### config.mk
export PLATFORM = sky130hd
export DESIGN_NAME = hazard_forward_ctrl
export DESIGN_NICKNAME = d
export VERILOG_FILES = /design/src/rtl/hazard_forward_ctrl.sv
export SDC_FILE = /design/constraint.sdc
export NUM_CORES = 1
export LEC_CHECK = 0
export CORE_MARGIN = 2
export CORE_UTILIZATION = 45
export CTS_BUF_LIST = sky130_fd_sc_hd__clkbuf_8 sky130_fd_sc_hd__clkbuf_16
export CTS_CLUSTER_DIAMETER = 60
export CTS_CLUSTER_SIZE = 25
export DETAILED_ROUTE_END_ITERATION = 8
export GPL_TIMING_DRIVEN = 0
export PLACE_DENSITY = 0.7
export SETUP_SLACK_MARGIN = 0.3
export SYNTH_ARGS = -nofsm -noshare
export SYNTH_HDL_FRONTEND = slang
export SYNTH_SLANG_ARGS = --single-unit
### constraint.sdc
create_clock -name clk -period 2.8 [get_ports clk]
set_clock_uncertainty 0.1 [all_clocks]
set_input_delay 0.42 -clock clk [delete_from_list [all_inputs] [get_ports clk]]
set_output_delay 0.42 -clock clk [all_outputs]
set_load 0.02 [all_outputs]
### src/rtl/hazard_forward_ctrl.sv
// Hazard and forwarding controller for the 5-stage core.
// Tracks in-flight destinations (entry0 = EX, entry1 = MEM, entry2 = WB, ...).
// It produces the EX/ID forwarding selects and the ID stall / EX bubble request.
// Optional perf counters are enabled by defining HAZARD_PERF_CNT_EN.
module hazard_forward_ctrl #(
    parameter int unsigned NUM_SRC = 2,
    parameter int unsigned DEPTH   = 3,
    parameter int unsigned ADDR_W  = 5
) (
    input  logic                                clk,
    input  logic                                reset,
    input  logic                                id_valid,
    input  logic [NUM_SRC*ADDR_W-1:0]           id_rs,
    input  logic [NUM_SRC-1:0]                  id_src_used,
    input  logic [ADDR_W-1:0]                   id_rd,
    input  logic                                id_regwrite,
    input  logic                                id_is_load,
    input  logic                                id_branch,
    input  logic                                flush_ex,
    output logic                                stall,
    output logic [NUM_SRC*$clog2(DEPTH)-1:0]    ex_fwd_sel,
    output logic [NUM_SRC*$clog2(DEPTH)-1:0]    id_fwd_sel
`ifdef HAZARD_PERF_CNT_EN
    ,
    output logic [31:0]                         perf_stall_cnt,
    output logic [31:0]                         perf_fwd_cnt
`endif
);

    localparam int unsigned SEL_W = $clog2(DEPTH);
    localparam int unsigned SRC_W = NUM_SRC * ADDR_W;

    // Every entry needs valid/rd/regwrite for matching. Only EX and MEM need
    // is_load, and only the EX entry needs its source operands.
    logic [DEPTH-1:0]             valid_q, valid_d;
    logic [DEPTH-1:0]             regwrite_q, regwrite_d;
    logic [DEPTH-1:0][ADDR_W-1:0] rd_q, rd_d;
    logic [1:0]                   is_load_q, is_load_d;
    logic [SRC_W-1:0]             src0_q, src0_d;
    logic [NUM_SRC-1:0]           src_used0_q, src_used0_d;

    logic [ADDR_W-1:0]            st_a;
    logic [ADDR_W-1:0]            id_a;
    logic [SEL_W-1:0]             id_sel;
    logic [ADDR_W-1:0]            ex_a;
    logic [SEL_W-1:0]             ex_sel;

    // A producer matches when it will write a non-x0 register equal to the address.
    function automatic logic prod_match(input logic v, input logic w,
                                        input logic [ADDR_W-1:0] prd,
                                        input logic [ADDR_W-1:0] a);
        return v && w && (prd == a) && (a != '0);
    endfunction

    // Stall request: load-use, or a branch whose operand is not ready for the ID compare.
    always_comb begin
        stall = 1'b0;
        st_a  = '0;
        for (int i = 0; i < NUM_SRC; i++) begin
            st_a = id_rs[i*ADDR_W +: ADDR_W];
            if (id_valid && id_src_used[i]) begin
                if (prod_match(valid_q[0], regwrite_q[0], rd_q[0], st_a) &&
                    (is_load_q[0] || id_branch)) begin
                    stall = 1'b1;
                end
                if (id_branch && is_load_q[1] &&
                    prod_match(valid_q[1], regwrite_q[1], rd_q[1], st_a)) begin
                    stall = 1'b1;
                end
            end
        end
    end

    // ID branch operand selects; scan oldest to youngest so the youngest match wins.
    always_comb begin
        id_fwd_sel = '0;
        id_a       = '0;
        id_sel     = '0;
        for (int i = 0; i < NUM_SRC; i++) begin
            id_a   = id_rs[i*ADDR_W +: ADDR_W];
            id_sel = '0;
            if (id_valid && id_src_used[i]) begin
                for (int k = DEPTH - 1; k >= 1; k--) begin
                    // A load sitting in MEM has no data yet to forward.
                    if (prod_match(valid_q[k], regwrite_q[k], rd_q[k], id_a) &&
                        !(k == 1 && is_load_q[1])) begin
                        id_sel = SEL_W'(k);
                    end
                end
            end
            id_fwd_sel[i*SEL_W +: SEL_W] = id_sel;
        end
    end

    // EX operand selects, derived purely from tracker flops.
    always_comb begin
        ex_fwd_sel = '0;
        ex_a       = '0;
        ex_sel     = '0;
        for (int i = 0; i < NUM_SRC; i++) begin
            ex_a   = src0_q[i*ADDR_W +: ADDR_W];
            ex_sel = '0;
            if (valid_q[0] && src_used0_q[i]) begin
                for (int k = DEPTH - 1; k >= 1; k--) begin
                    if (prod_match(valid_q[k], regwrite_q[k], rd_q[k], ex_a)) begin
                        ex_sel = SEL_W'(k);
                    end
                end
            end
            ex_fwd_sel[i*SEL_W +: SEL_W] = ex_sel;
        end
    end

    // Tracker next state: shift toward WB; EX takes the ID instruction or a bubble.
    always_comb begin
        valid_d     = '0;
        regwrite_d  = '0;
        rd_d        = '0;
        is_load_d   = '0;
        src0_d      = '0;
        src_used0_d = '0;
        for (int k = 1; k < DEPTH; k++) begin
            valid_d[k]    = valid_q[k-1];
            regwrite_d[k] = regwrite_q[k-1];
            rd_d[k]       = rd_q[k-1];
        end
        is_load_d[1] = is_load_q[0];
        // flush_ex overrides everything; a stall also leaves a bubble in EX.
        if (id_valid && !stall && !flush_ex) begin
            valid_d[0]    = 1'b1;
            regwrite_d[0] = id_regwrite;
            rd_d[0]       = id_rd;
            is_load_d[0]  = id_is_load;
            src0_d        = id_rs;
            src_used0_d   = id_src_used;
        end
    end

    // Tracker registers with synchronous reset.
    always_ff @(posedge clk) begin
        if (reset) begin
            valid_q     <= '0;
            regwrite_q  <= '0;
            rd_q        <= '0;
            is_load_q   <= '0;
            src0_q      <= '0;
            src_used0_q <= '0;
        end else begin
            valid_q     <= valid_d;
            regwrite_q  <= regwrite_d;
            rd_q        <= rd_d;
            is_load_q   <= is_load_d;
            src0_q      <= src0_d;
            src_used0_q <= src_used0_d;
        end
    end

`ifdef HAZARD_PERF_CNT_EN
    logic [31:0] stall_cnt_q, stall_cnt_d;
    logic [31:0] fwd_cnt_q, fwd_cnt_d;

    // Saturating stall-cycle and EX-forward-cycle counters.
    always_comb begin
        stall_cnt_d = stall_cnt_q;
        fwd_cnt_d   = fwd_cnt_q;
        if (stall && (stall_cnt_q != '1)) begin
            stall_cnt_d = stall_cnt_q + 32'd1;
        end
        if (valid_q[0] && (ex_fwd_sel != '0) && (fwd_cnt_q != '1)) begin
            fwd_cnt_d = fwd_cnt_q + 32'd1;
        end
    end

    // Counter registers.
    always_ff @(posedge clk) begin
        if (reset) begin
            stall_cnt_q <= '0;
            fwd_cnt_q   <= '0;
        end else begin
            stall_cnt_q <= stall_cnt_d;
            fwd_cnt_q   <= fwd_cnt_d;
        end
    end

    assign perf_stall_cnt = stall_cnt_q;
    assign perf_fwd_cnt   = fwd_cnt_q;
`endif

endmodule

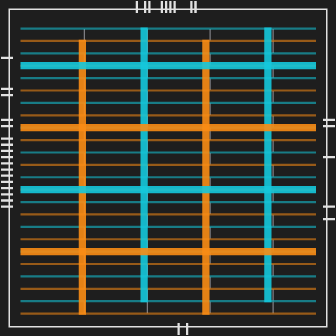
Fig. 1. PDN straps and rails (run 1).
Pins as bars on the die edge. Tap cells in gray.
net	color
VSS	orange
VDD	cyan
met1 rails	24
met5 straps	4
signal pins	33

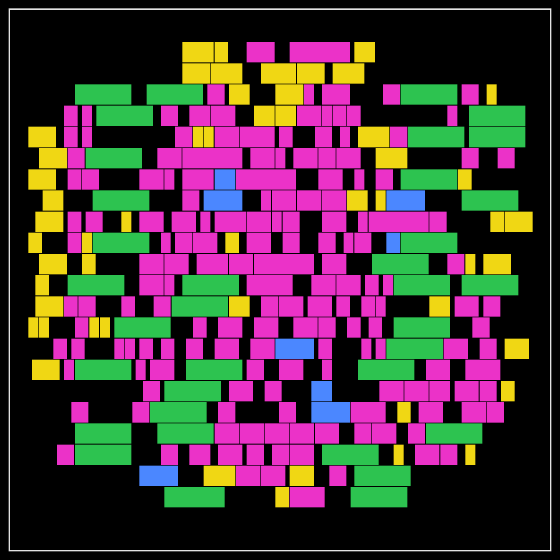
Fig. 2. Placement by cell class (run 1).
class	color	cells	share of their area
flip-flops	green	35	29%
other buffers and delay cells	yellow	52	16%
clock drivers and dummy loads	blue	8	3.7%
all other logic	magenta	166	51%
Core Rows: 23
Util after Layout: 0.604
Seq area share: 0.287

==> results.toml, run 1 <==
# synthesis and place-and-route metrics
[yosys]
synth_top_flop_cell = "dfxtp_1"
ys_sh_adder = 0
ys_sh_simple = 0.335
yosysMostFrequentCell = "dfxtp_1"
synth.avg_cell_area_um2 = 8.62

[grt]
grtUsageMet3 = 0.0552

[final_layout]
diodes = 0
area_growth_pct = 27.5
clkbuf_count = 5

[final_timing]
rsz0062_at_grt = "yes"
fmax_ghz = 0.395

[setup_path]
crit_path_start = "id_rs[2]"
rrSetupSlack_ns = 0.83
worstSetupPathType = "in2out"

[clock_tree]
cts_tree = "done"
post_cts_buffers = 3

[power]
p_sw_uw = 278
share_seq_of_total_power = 0.507

[floorplanning]
die_w_um = 69.4

[hold_path]
min_path_cells = 3

[run_status]
outcome = "complete, no violations"
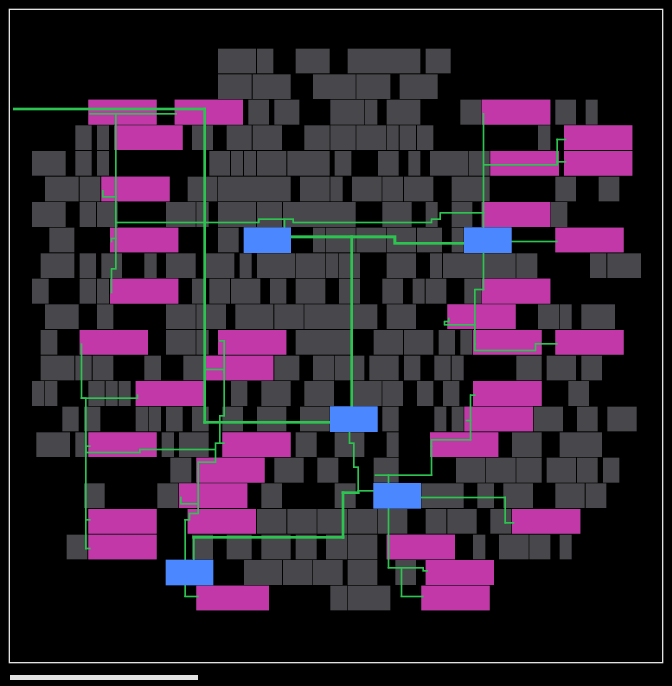
Fig. 3. Clock network drawn from the DEF (run 1).
Bar = 20 µm.
[cells driving clock nets] blue | count: 5
[flip-flops] magenta | count: 35
[clock wires] green | length: 431 µm
flops lie	spread over the die

Fig. 4: run 1, track usage over the die
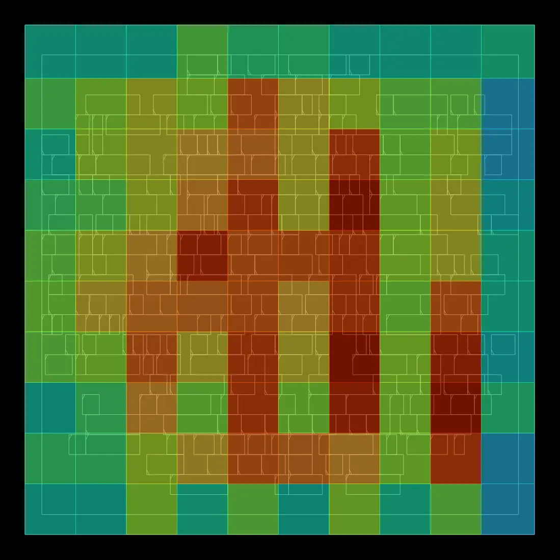

--- run 2 (diff from run 1) ---
- CORE_UTILIZATION: 45 -> 25
- PLACE_DENSITY: 0.7 -> unset
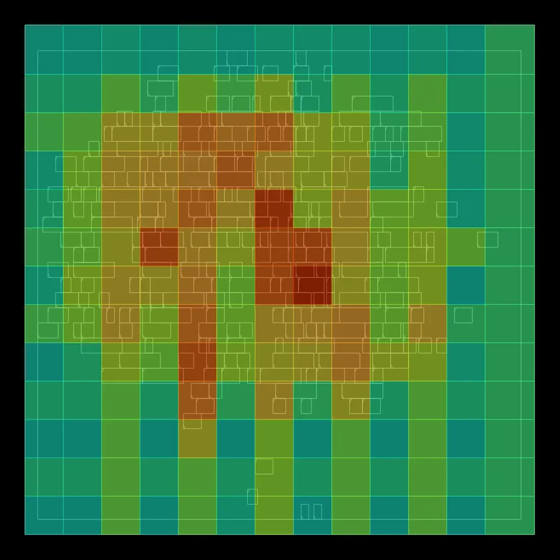
Fig. 5. Track usage over the die (run 2).
GR Layer Usage met3: 0.0279
Total Routing Usage GR: 0.134
met1 Use GR: 0.177
wire per inst: 15.0 µm
GR Util met2: 0.221

==> run 2 against run 1 <==
Compared with the run above: critical path depth is 1 lower; sequential power barely moved; total power rose by 3.5%; sequential share of layout area down 0.92 points; largest cell class unchanged; cell count up 17%; synthesized area did not move; utilization down 26 points; via count decreased by 0.78%; sequential cell count stayed put; fmax rose by 2.1%; synthesized cell count unchanged; critical endpoint is now id_fwd_sel[0]; critical path type is now reg2out; clock-buffer cell count increased by 2.
==> results.toml, run 2 <==
# synthesis and place-and-route metrics
[power]
p_sw_uw = 264
peakVddDrop_mv = 0.222
share_seq_of_total_power = 0.491

[setup_path]
start_kind = "flip-flop"
r2r-start = "rd_d[10]$_SDFF_PP0_"
crit_path_start = "rd_d[10]$_SDFF_PP0_"
critPathTopFamily = "simple AND/OR/NAND/NOR gates"
rrSetupSlack_ns = 0.84
cp.depth = 7

[yosys]
edf_count = 0
yosysMostFrequentCell = "dfxtp_1"
synth.avg_cell_area_um2 = 8.62
ys_sh_adder = 0
synth_top_flop_cell = "dfxtp_1"
synthMuxAreaShare = 0

[placement]
post-place-cells = 348
dp_slack_ns = -0.652
place_area_um2 = 2310

[final_timing]
slew_violations = 0
fmax_ghz = 0.403
rsz0062_at_grt = "yes"

[final_layout]
diodes = 0
clkbuf_count = 7
area_growth_pct = 31.4
final_util = 0.345

[route]
vias = 1657

[clock_tree]
post_cts_buffers = 3
clock-sinks = 35
clk_pin_slew_ns = 0.07
cts_tree = "done"
clk_latency_ns = 0.30

[grt]
grt_pass1_wl_mm = 8.58

[floorplanning]
core.rowCount = 31
die_w_um = 91.7

[run_status]
outcome = "complete, no violations"

[hold_path]
min_path_cells = 3
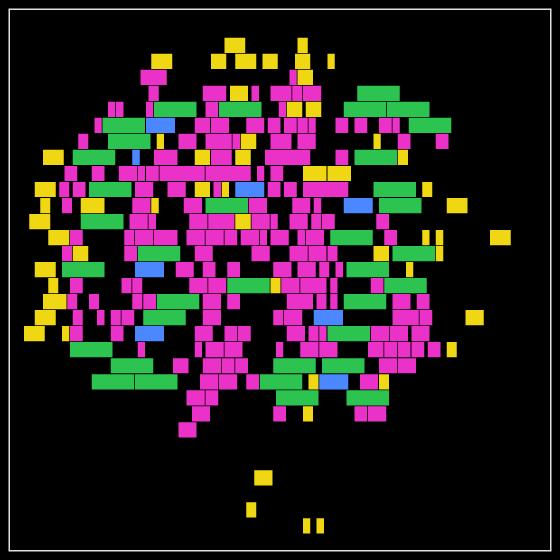
Fig. 6. Placement by cell class (run 2).
class	color	cells	share of their area
clock drivers and dummy loads	blue	8	4.2%
flip-flops	green	35	29%
other buffers and delay cells	yellow	55	16%
all other logic	magenta	166	50%
Finished Cell Area: 2530 µm²
Seq area share: 0.277
Core Region: 7330 µm²

Fig. 7: run 2, wiring by layer
Bar = 20 µm.
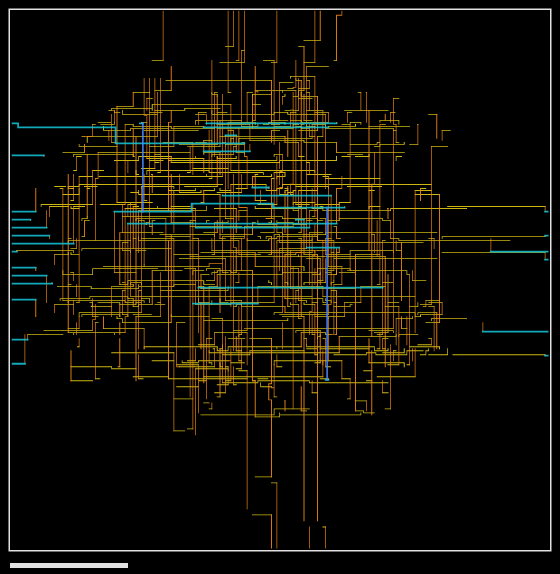

--- run 3 (diff from run 2) ---
- CAP_MARGIN: unset -> 40
- CORE_MARGIN: 2 -> 4
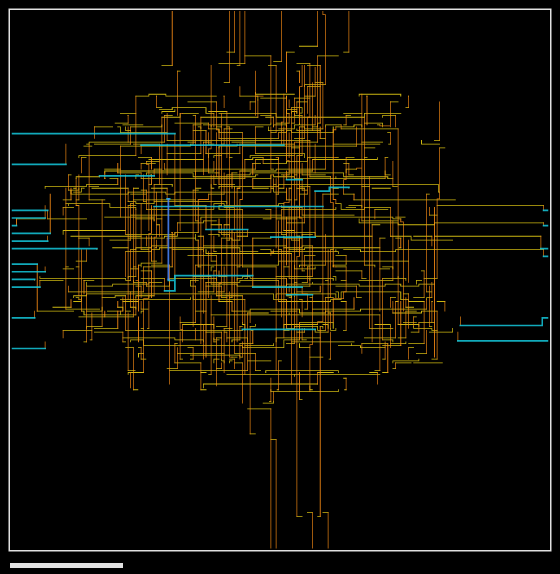
Fig. 8. Wiring by layer (run 3).
Bar = 20 µm.
layer	color	wire length
met1	yellow	2520 µm
met3	cyan	279 µm
met4	blue	14.3 µm
met2	orange	2580 µm
via count: 1684
Total Routing Usage GR: 0.125
wire per inst: 14.9 µm
Post-Route WL: 5.39 mm

==> run 3 against run 2 <==
Compared with the run above: cell count fell by 0.55%; critical path type unchanged; first-iteration DRC count fell by 19%; non-clock buffer count fell by 2; worst hold slack improved by 0.012 ns; sequential share of layout area rose by 0.60 points; critical endpoint is now stall; synthesized cell count did not move.
==> results.toml, run 3 <==
# synthesis and place-and-route metrics
[final_layout]
area_growth_pct = 28.6
diodes = 0
stdcell_area_um2 = 2470
clkbuf_count = 6

[clock_tree]
clock-sinks = 35
clk_pin_slew_ns = 0.07
cts_tree = "done"
post_cts_buffers = 4
clk_latency_ns = 0.29

[setup_path]
cp.depth = 8
start_kind = "flip-flop"
r2r-start = "rd_d[11]$_SDFF_PP0_"
r2r_cells = 10
critPathTopFamily = "simple AND/OR/NAND/NOR gates"
rr_endpoint = "src_used0_q[1]$_SDFF_PP0_"
worstSetupPathType = "reg2out"
rrSetupSlack_ns = 0.68
crit_path_start = "rd_d[11]$_SDFF_PP0_"

[placement]
place_area_um2 = 2310
dp_slack_ns = -0.654

[floorplanning]
die_w_um = 95.7
core-area_um2 = 7370
core.rowCount = 31

[final_timing]
slew_violations = 0
fmax_ghz = 0.397
rsz0062_at_grt = "yes"

[yosys]
ys_sh_adder = 0
synth.avg_cell_area_um2 = 8.62
synthMuxAreaShare = 0
edf_count = 0
ys_sh_simple = 0.335

[hold_path]
min_path_cells = 3

[power]
peakVddDrop_mv = 0.267
p_sw_uw = 267
share_seq_of_total_power = 0.461

[grt]
grt_pass1_wl_mm = 8.44
use_met2 = 0.203
use_met1 = 0.165
grtUsageMet3 = 0.0379

[run_status]
outcome = "complete, no violations"

[route]
antenna_left = 0
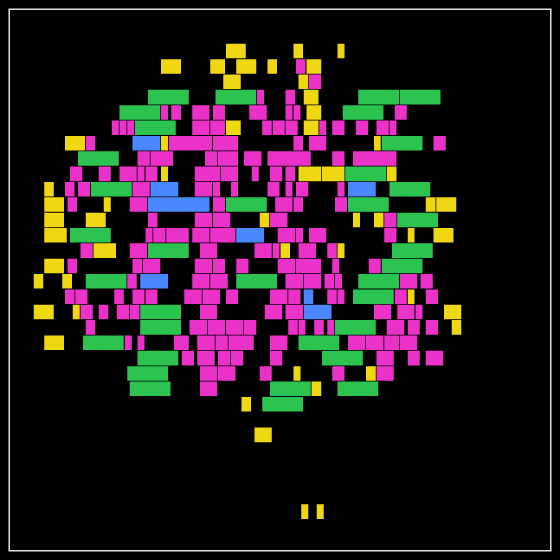
Fig. 9. Placement by cell class (run 3).
class	color	cells	share of their area
all other logic	magenta	166	50%
other buffers and delay cells	yellow	53	15%
flip-flops	green	35	30%
clock drivers and dummy loads	blue	8	5.0%

Power is estimated from default activity; no workload was simulated.
